Routing congestion:
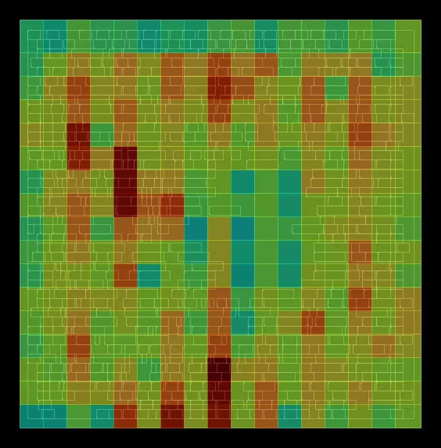
A small window of the routed layout:
Region (44, 69) to (74, 99) um. Cells in gray, sequential cells in the stronger gray; small squares are vias.
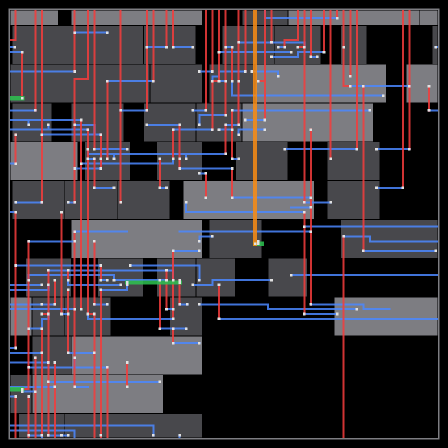
Metal 1:
Drawn at 3 px/um. Supply wires on this layer in gray.
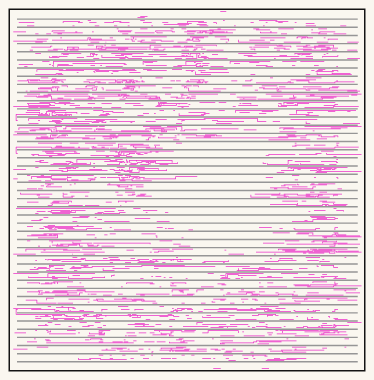
===== src/rtl/mem_arbiter.sv =====
// ============================================================================
// Module      : mem_arbiter
// Description : Two-port (instruction / data) arbiter in front of a single
//               fixed-latency external memory. Data side has priority.
//               Optional macro ARB_STARVE_EN adds instruction-side
//               starvation avoidance.
// Revision    : 1.0 - initial release
// ============================================================================
`default_nettype none

module mem_arbiter #(
  parameter int WORD_WIDTH   = 32,
  parameter int MEM_LATENCY  = 2,
  parameter int STARVE_LIMIT = 4
) (
  input  logic                  clk,
  input  logic                  rst,
  input  logic                  i_req,
  input  logic [WORD_WIDTH-1:0] i_addr,
  output logic                  i_ack,
  output logic [WORD_WIDTH-1:0] i_rdata,
  input  logic                  d_req,
  input  logic                  d_we,
  input  logic [WORD_WIDTH-1:0] d_addr,
  input  logic [WORD_WIDTH-1:0] d_wdata,
  output logic                  d_ack,
  output logic [WORD_WIDTH-1:0] d_rdata,
  output logic                  mem_read,
  output logic                  mem_write,
  output logic [WORD_WIDTH-1:0] mem_addr,
  output logic [WORD_WIDTH-1:0] mem_wdata,
  input  logic [WORD_WIDTH-1:0] mem_rdata,
  output logic                  busy
);

  generate
    if (MEM_LATENCY < 1 || MEM_LATENCY > 15 || STARVE_LIMIT < 1 || STARVE_LIMIT > 7)
    begin : g_bad_params
      $error("mem_arbiter: MEM_LATENCY must be 1..15 and STARVE_LIMIT 1..7");
    end
  endgenerate

  localparam logic [3:0] c_LAT_M1 = 4'(MEM_LATENCY - 1);

  typedef enum logic [1:0] {
    S_IDLE   = 2'd0,
    S_ACCESS = 2'd1,
    S_RESP   = 2'd2
  } state_t;

  state_t                r_state;
  state_t                w_state_next;
  logic [3:0]            r_cnt;
  logic                  r_sel_d;
  logic                  r_we;
  logic                  r_mem_read;
  logic                  r_mem_write;
  logic [WORD_WIDTH-1:0] r_mem_addr;
  logic [WORD_WIDTH-1:0] r_mem_wdata;
  logic                  r_i_ack;
  logic                  r_d_ack;
  logic [WORD_WIDTH-1:0] r_i_rdata;
  logic [WORD_WIDTH-1:0] r_d_rdata;
  logic                  w_force_i;
  logic                  w_grant_d;
  logic                  w_grant_i;

`ifdef ARB_STARVE_EN
  localparam logic [2:0] c_STARVE_MAX = 3'(STARVE_LIMIT);
  logic [2:0] r_starve;

  // Saturating count of arbitrations the instruction side lost while waiting
  always_ff @(posedge clk or posedge rst) begin
    if (rst) begin
      r_starve <= 3'd0;
    end else if (r_state == S_IDLE) begin
      if (w_grant_i) begin
        r_starve <= 3'd0;
      end else if (w_grant_d && i_req && (r_starve != c_STARVE_MAX)) begin
        r_starve <= r_starve + 3'd1;
      end
    end
  end

  assign w_force_i = (r_starve == c_STARVE_MAX);
`else
  assign w_force_i = 1'b0;
`endif

  assign w_grant_d = d_req & ~(w_force_i & i_req);
  assign w_grant_i = i_req & ~w_grant_d;

  always_ff @(posedge clk or posedge rst) begin
    if (rst) begin
      r_state <= S_IDLE;
    end else begin
      r_state <= w_state_next;
    end
  end

  always_comb begin
    w_state_next = r_state;
    case (r_state)
      S_IDLE:   if (i_req || d_req) w_state_next = S_ACCESS;
      S_ACCESS: if (r_cnt == 4'd0)  w_state_next = S_RESP;
      S_RESP:   w_state_next = S_IDLE;
      default:  w_state_next = S_IDLE;
    endcase
  end

  // Memory strobes are launched at the grant edge and cleared at the edge
  // that samples mem_rdata, so they are high for exactly MEM_LATENCY cycles.
  always_ff @(posedge clk or posedge rst) begin
    if (rst) begin
      r_cnt       <= 4'd0;
      r_sel_d     <= 1'b0;
      r_we        <= 1'b0;
      r_mem_read  <= 1'b0;
      r_mem_write <= 1'b0;
      r_mem_addr  <= '0;
      r_mem_wdata <= '0;
      r_i_ack     <= 1'b0;
      r_d_ack     <= 1'b0;
      r_i_rdata   <= '0;
      r_d_rdata   <= '0;
    end else begin
      r_i_ack <= 1'b0;
      r_d_ack <= 1'b0;
      case (r_state)
        S_IDLE: begin
          if (w_grant_d || w_grant_i) begin
            r_sel_d     <= w_grant_d;
            r_we        <= w_grant_d & d_we;
            r_cnt       <= c_LAT_M1;
            r_mem_addr  <= w_grant_d ? d_addr : i_addr;
            r_mem_wdata <= (w_grant_d && d_we) ? d_wdata : '0;
            r_mem_read  <= ~(w_grant_d & d_we);
            r_mem_write <= w_grant_d & d_we;
          end
        end
        S_ACCESS: begin
          if (r_cnt == 4'd0) begin
            r_mem_read  <= 1'b0;
            r_mem_write <= 1'b0;
            r_mem_addr  <= '0;
            r_mem_wdata <= '0;
            if (r_sel_d) begin
              r_d_ack <= 1'b1;
              if (!r_we) r_d_rdata <= mem_rdata;
            end else begin
              r_i_ack   <= 1'b1;
              r_i_rdata <= mem_rdata;
            end
          end else begin
            r_cnt <= r_cnt - 4'd1;
          end
        end
        default: ;
      endcase
    end
  end

  assign i_ack     = r_i_ack;
  assign d_ack     = r_d_ack;
  assign i_rdata   = r_i_rdata;
  assign d_rdata   = r_d_rdata;
  assign mem_read  = r_mem_read;
  assign mem_write = r_mem_write;
  assign mem_addr  = r_mem_addr;
  assign mem_wdata = r_mem_wdata;
  assign busy      = (r_state != S_IDLE);

endmodule

`default_nettype wire

===== config.mk =====
export PLATFORM = sky130hd
export DESIGN_NAME = mem_arbiter
export DESIGN_NICKNAME = d
export VERILOG_FILES = /design/src/rtl/mem_arbiter.sv
export SDC_FILE = /design/constraint.sdc
export NUM_CORES = 1
export LEC_CHECK = 0
export ABC_CLOCK_PERIOD_IN_PS = 13900
export CAP_MARGIN = 0
export CORE_AREA = 2 2 116 118
export CTS_CLUSTER_DIAMETER = 50
export DETAILED_ROUTE_END_ITERATION = 7
export DIE_AREA = 0 0 118 120
export HOLD_SLACK_MARGIN = 0.06
export PLACE_DENSITY = 0.85
export SYNTH_ARGS = -nofsm -noshare
export SYNTH_HDL_FRONTEND = slang
export SYNTH_SLANG_ARGS = --single-unit

===== constraint.sdc =====
create_clock -name clk -period 13.9 [get_ports clk]
set_input_delay 2.78 -clock clk [delete_from_list [all_inputs] [get_ports clk]]
set_output_delay 2.78 -clock clk [all_outputs]
set_load 0.03 [all_outputs]

==> flow_summary.json <==
{
  "setup_viol": 0,
  "syn_inst": 398,
  "pre_cts_slack_ps": 8610,
  "fillers": 930,
  "non_clock_inverter_count": 6,
  "comb_cells": 226,
  "first_global_vias": 4496,
  "status": "complete, no violations",
  "ys_sh_mux": 0.249,
  "stdcell_area_mm2": 0.00916,
  "route.met3.wl_um": 954,
  "path_class": "in -> reg",
  "critPathMaxStageDelay_ps": 540,
  "fin_crit_sh": 0.355,
  "largest_class": "flip-flops and latches",
  "wl_met2_um": 7660,
  "avgViaCountPerCell": 5.01,
  "aoi_share": 0.0656,
  "pwr-share-comb": 0.500,
  "syn_area_per_cell_um2": 14.4,
  "num_rows": 42,
  "nNetsFinal": 796,
  "yosys.area.top_type": "dfrtp_1",
  "dieArea_mm2": 0.0142,
  "synth_cell_type_count": 26,
  "ys_ff": 140,
  "fp_util": 0.441,
  "path_buffers": 2,
  "final_cell_mix": "clkdlybuf4s50_1 (264), dfrtp_1 (140), mux2_2 (97), nor2_1 (34)",
  "p_seq_mw": 0.706,
  "top_cell": "dfrtp_1",
  "die_x_um": 118,
  "dpl_cell_area_mm2": 0.00852,
  "setup_ws_ps": 8970,
  "tightest_slew_ps": 1190,
  "cts_tree": "done",
  "reg2reg_depth": 5,
  "topCellsByArea": "dfrtp_1 (61%), mux2_2 (19%), mux2i_1 (5.8%)",
  "swShare": 0.387,
  "detail-route-antenna-nets": 0,
  "drt_iter0_drc": 196,
  "clkPwrFrac": 0.206,
  "seq_power_share": 0.295,
  "clock_path_buffers": 2,
  "min_period_ps": 4930,
  "leakage_nw": 4.02,
  "n_all_buffers": 270,
  "cts.repair.resized": 0,
  "htreeDepth": 4,
  "grt_max_degree": 76,
  "min_from": "mem_write",
  "antenna_found_initial": 0,
  "worst_path_dominant_cell_family": "buffers and inverters",
  "top_cells_by_count": "dfrtp_1 (140), mux2_2 (97), nor2_1 (34), a22o_1 (33), mux2i_1 (33)",
  "nonClkBufAreaFrac": 0.293,
  "nWellTaps": 176,
  "ff_count": 140,
  "worst_hold_slack_ps": 486,
  "final_core_utilization": 0.706,
  "drive_above_1_share": 0.205,
  "endpoint": "mem_addr[21]"
}
-- 'routing congestion' (at the start) --
met1 GRT Util: 0.248
total track usage: 0.210
global routing's busiest layer: met2
grt met3 use: 0.0594

-- 'a small window of the routed layout' (at the start) --
blue -> metal 1
green -> metal 3
orange -> metal 4
red -> metal 2
sequential cells in the window = 8
netlist names of flops here include = `mem_wdata` (4)
most frequent = clkdlybuf4s50_1 (12), dfrtp_1 (8), a22o_1 (7)
cells with their middle in the window = 41

-- 'metal 1' (at the start) --
main direction = horizontal
wire length on this layer = 5920 um
final wirelength: 14800 um
Via Count: 4256

No activity file was given, so power comes from the tool's default toggle rates.
